`src/rtl/timer_pkg.sv`:
```
// Shared constants and types for the stopwatch/timer count chain.
package timer_pkg;

    localparam int unsigned CS_MAX  = 99;
    localparam int unsigned SEC_MAX = 59;
    localparam int unsigned MIN_MAX = 59;

    localparam int unsigned CS_W  = 7;
    localparam int unsigned SEC_W = 6;
    localparam int unsigned MIN_W = 6;

    typedef enum logic {
        DIR_UP = 1'b0,
        DIR_DN = 1'b1
    } dir_e;

endpackage

```
`src/rtl/wrap_counter.sv`:
```
// One time field: counts 0..MAX up or down with carry/borrow out, saturating load, sync clear.
module wrap_counter
    import timer_pkg::*;
#(
    parameter int unsigned MAX = 9,
    parameter int unsigned W   = 4
) (
    input  logic         clk,
    input  logic         rst,
    input  logic         clr,
    input  logic         load,
    input  logic [W-1:0] ld_val,
    input  logic         step,
    input  dir_e         dir,
    output logic [W-1:0] value,
    output logic         carry
);

    localparam logic [W-1:0] LIM = W'(MAX);

    logic [W-1:0] value_q, value_d;
    logic         at_limit;

    assign at_limit = (dir == DIR_UP) ? (value_q == LIM) : (value_q == '0);
    // Carry (up) or borrow (down) fires combinationally on the same edge as this field's wrap.
    assign carry    = step && at_limit;
    assign value    = value_q;

    always_comb begin
        value_d = value_q;
        if (clr) begin
            value_d = '0;
        end else if (load) begin
            value_d = (ld_val > LIM) ? LIM : ld_val;
        end else if (step) begin
            if (dir == DIR_UP) begin
                value_d = at_limit ? '0 : value_q + W'(1);
            end else begin
                value_d = at_limit ? LIM : value_q - W'(1);
            end
        end
    end

    always_ff @(posedge clk or negedge rst) begin
        if (!rst) begin
            value_q <= '0;
        end else begin
            value_q <= value_d;
        end
    end

endmodule

```
`src/rtl/timer_counter_chain.sv`:
```
// HH:MM:SS.cc up/down count chain with prescaler, preset load, done/ovf strobes.
// Optional lap capture is built when LAP_CAPTURE_EN is defined.
module timer_counter_chain
    import timer_pkg::*;
#(
    parameter int unsigned DIV_MAX = 49999,
    parameter int unsigned HR_MAX  = 99,
    localparam int unsigned HW     = $clog2(HR_MAX + 1)
) (
    input  logic             clk,
    input  logic             rst,
    input  logic             cnt_en,
    input  logic             cnt_clr,
    input  logic             load,
    input  logic             dir,
    input  logic [HW-1:0]    ld_h,
    input  logic [MIN_W-1:0] ld_m,
    input  logic [SEC_W-1:0] ld_s,
    input  logic [CS_W-1:0]  ld_t,
    output logic [HW-1:0]    hcnt,
    output logic [MIN_W-1:0] mcnt,
    output logic [SEC_W-1:0] scnt,
    output logic [CS_W-1:0]  tcnt,
    output logic             tick,
    output logic             ovf,
    output logic             done,
    input  logic             lap_req,
    output logic [HW-1:0]    lap_h,
    output logic [MIN_W-1:0] lap_m,
    output logic [SEC_W-1:0] lap_s,
    output logic [CS_W-1:0]  lap_t,
    output logic             lap_vld
);

    localparam int unsigned DW = (DIV_MAX > 0) ? $clog2(DIV_MAX + 1) : 1;

    dir_e          dir_sel;
    logic [DW-1:0] div_q, div_d;
    logic          tick_q, ovf_q, done_q, done_d;
    logic          run, period_end, all_zero, step_t;
    logic          clr_f, load_f;
    logic          t_carry, s_carry, m_carry, h_carry;

    assign dir_sel    = dir_e'(dir);
    assign run        = cnt_en && !done_q;
    assign period_end = run && (div_q == DW'(DIV_MAX));
    assign clr_f      = !cnt_en && cnt_clr;
    assign load_f     = !cnt_en && !cnt_clr && load;
    assign all_zero   = (tcnt == '0) && (scnt == '0) && (mcnt == '0) && (hcnt == '0);
    // A down-count tick at 00:00:00.00 only latches done; fields never wrap from zero.
    assign step_t     = period_end && !((dir_sel == DIR_DN) && all_zero);

    always_comb begin
        div_d  = div_q;
        done_d = done_q;
        if (cnt_en) begin
            if (run) begin
                div_d = period_end ? '0 : div_q + DW'(1);
            end
            if (period_end && (dir_sel == DIR_DN) && all_zero) begin
                done_d = 1'b1;
            end
        end else if (clr_f || load_f) begin
            div_d  = '0;
            done_d = 1'b0;
        end
    end

    always_ff @(posedge clk or negedge rst) begin
        if (!rst) begin
            div_q  <= '0;
            tick_q <= 1'b0;
            ovf_q  <= 1'b0;
            done_q <= 1'b0;
        end else begin
            div_q  <= div_d;
            tick_q <= period_end;
            ovf_q  <= (dir_sel == DIR_UP) && h_carry;
            done_q <= done_d;
        end
    end

    assign tick = tick_q;
    assign ovf  = ovf_q;
    assign done = done_q;

    wrap_counter #(.MAX(CS_MAX), .W(CS_W)) u_t (
        .clk    (clk),
        .rst    (rst),
        .clr    (clr_f),
        .load   (load_f),
        .ld_val (ld_t),
        .step   (step_t),
        .dir    (dir_sel),
        .value  (tcnt),
        .carry  (t_carry)
    );

    wrap_counter #(.MAX(SEC_MAX), .W(SEC_W)) u_s (
        .clk    (clk),
        .rst    (rst),
        .clr    (clr_f),
        .load   (load_f),
        .ld_val (ld_s),
        .step   (t_carry),
        .dir    (dir_sel),
        .value  (scnt),
        .carry  (s_carry)
    );

    wrap_counter #(.MAX(MIN_MAX), .W(MIN_W)) u_m (
        .clk    (clk),
        .rst    (rst),
        .clr    (clr_f),
        .load   (load_f),
        .ld_val (ld_m),
        .step   (s_carry),
        .dir    (dir_sel),
        .value  (mcnt),
        .carry  (m_carry)
    );

    wrap_counter #(.MAX(HR_MAX), .W(HW)) u_h (
        .clk    (clk),
        .rst    (rst),
        .clr    (clr_f),
        .load   (load_f),
        .ld_val (ld_h),
        .step   (m_carry),
        .dir    (dir_sel),
        .value  (hcnt),
        .carry  (h_carry)
    );

`ifdef LAP_CAPTURE_EN
    logic [HW-1:0]    lap_h_q;
    logic [MIN_W-1:0] lap_m_q;
    logic [SEC_W-1:0] lap_s_q;
    logic [CS_W-1:0]  lap_t_q;
    logic             lap_vld_q;

    // Samples the registered fields, so a capture coincident with a tick sees the pre-tick value.
    always_ff @(posedge clk or negedge rst) begin
        if (!rst) begin
            lap_h_q   <= '0;
            lap_m_q   <= '0;
            lap_s_q   <= '0;
            lap_t_q   <= '0;
            lap_vld_q <= 1'b0;
        end else begin
            lap_vld_q <= lap_req;
            if (lap_req) begin
                lap_h_q <= hcnt;
                lap_m_q <= mcnt;
                lap_s_q <= scnt;
                lap_t_q <= tcnt;
            end
        end
    end

    assign lap_h   = lap_h_q;
    assign lap_m   = lap_m_q;
    assign lap_s   = lap_s_q;
    assign lap_t   = lap_t_q;
    assign lap_vld = lap_vld_q;
`else
    logic unused_lap_req;
    assign unused_lap_req = lap_req;

    assign lap_h   = '0;
    assign lap_m   = '0;
    assign lap_s   = '0;
    assign lap_t   = '0;
    assign lap_vld = 1'b0;
`endif

endmodule

```
`config.mk`:
```
export PLATFORM = sky130hd
export DESIGN_NAME = timer_counter_chain
export DESIGN_NICKNAME = d
export VERILOG_FILES = /design/src/rtl/timer_pkg.sv /design/src/rtl/wrap_counter.sv /design/src/rtl/timer_counter_chain.sv
export SDC_FILE = /design/constraint.sdc
export NUM_CORES = 1
export LEC_CHECK = 0
export ABC_CLOCK_PERIOD_IN_PS = 2500
export CAP_MARGIN = 40
export CORE_AREA = 2 2 69 120
export CTS_CLUSTER_DIAMETER = 30
export CTS_CLUSTER_SIZE = 14
export DETAILED_ROUTE_END_ITERATION = 7
export DIE_AREA = 0 0 71 122
export PLACE_DENSITY = 0.81
export SYNTH_ARGS = -nofsm -noshare
export SYNTH_HDL_FRONTEND = slang
export SYNTH_SLANG_ARGS = --single-unit
```
`constraint.sdc`:
```
create_clock -name clk -period 2.5 [get_ports clk]
set_input_delay 0.375 -clock clk [delete_from_list [all_inputs] [get_ports clk]]
set_output_delay 0.375 -clock clk [all_outputs]
set_load 0.005 [all_outputs]
```
Metal 2:
(4 px per um) Cells faint in the background.
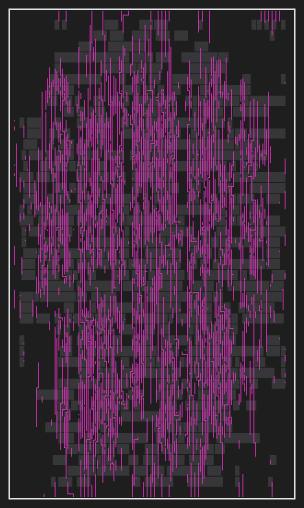
share of all routed wire: 53%
nets with wire on the layer: 570
longest straight run: 43.5 um
main direction: vertical
wire length on this layer: 6250 um

Congestion heat map:
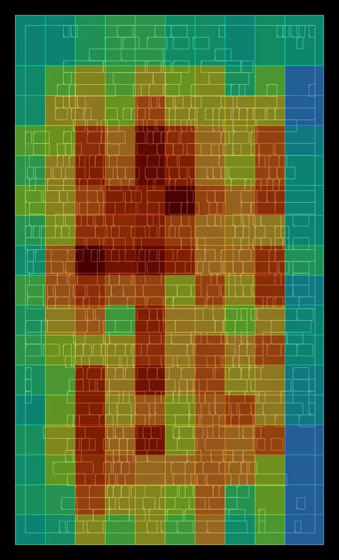
Global Route met1 Usage: 30.8%
grt met3 use: 3.23%
Total Routing Usage GR: 27.3%
final core occ: 64.0%
busiest grt layer: met2

==> GITHUB_STEP_SUMMARY <==
### Flow metrics

| Metric | Value |
|---|---|
| Fin Hold WS | -0.0107 ns |
| First-pass GRT wire length | 19200 um |
| Post-synth EDFFs | 0 |
| Cycle use final | 96.7% |
| Data buffer area share | 19.7% |
| Cells after synthesis | 512 |
| # diodes | 0 |
| Vias in the first global route | 4180 |
| Sw Share | 38.2% |
| Skew-Pair Late Insertion Delay | 0.29 ns |
| Number of logic gates | 419 |
| Via density | 6.25 |
| Final setup TNS | 0 ns |
| Tap cells | 90 |
| Seq share, synth | 28.7% |
| Initial antenna violation count | 0 |
| Detailed placer's ending HPWL | 8860 um |
| Input/output buffers | 60 |
| F_max | 414 MHz |
| Buffers excl. clock | 111 |
| Logic area | 0.00252 sq mm |
| Pre-Place Util | 50.3% |
| Post-Syn Area | 0.00393 sq mm |
| Worst-path fanout max | 8 |
| Inverters | 20 |
| Logic share of the area | 50.5% |
| Worst Setup EP | u_m.value[5] |
| Fin. max-slew vios | 0 |
| Clock transition at path regs | 0.07 ns |
| Seq cells | 45 |
| Area delta synth->final | 27.1% |
| Total number of vias | 4329 |
| Nets | 648 |
| Setup repair bufs after CTS | 0 |
| Crit-path cells | clkdlybuf4s50_1, nand2b_1, or4_1, a211oi_4, buf_4, a21oi_4, o41ai_1 |
| Row cnt | 43 |
| Biggest consumer | combinational logic |
| Setup WS post-layout | 0.0831 ns |
| Slowest stage delay, CP | 0.57 ns |
| Root buf cell | clkbuf_16 |
| Outcome | finished, violations left |
| Main logic family | simple AND/OR/NAND/NOR gates |
| Synth cell types | 67 |
| Design Area, Final | 0.00499 sq mm |
| Failing checks | hold timing |
| CTS Buf Count | 5 |
| Pint | 2190 uW |
| Setup-failing EPs final | 0 |
| Leading cell kind | multi-input combinational cells |
| Ys async rst share | 100% |
| Synth cell count leaders | nand2_1, o21ai_0, dfrtp_1, nor2_1, a21oi_1 |
| Clock Skew | 0.00632 ns |
| Sequential cell area share | 22.6% |
| Final hold vios | 15 |
| CP Buf/Inv Count | 2 |
| I/O Pins | 89 |
| Layout Cells excl Fill | 693 |
| Post-route antenna net violation count | 0 |
| DP Cell Count | 684 |
| Yosys reg bits | 45 |
| WS Path Type | input pin to register |
I/O pins on the die edge:
(4 px per um) Pins as bars across the die edge, other pins in grey.
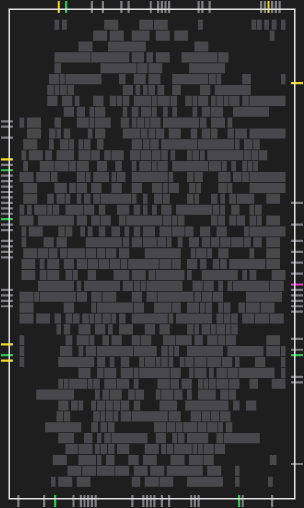
legend:
  lap_t:
    colour: green
    pins: 7
    direction: output
    edge: 3 left, 2 bottom, 1 right, 1 top
  load:
    colour: magenta
    pins: 1
    direction: input
    edge: right
  lap_s:
    colour: yellow
    pins: 6
    direction: output
    edge: 3 left, 2 top, 1 right

Power is estimated from default activity; no workload was simulated.
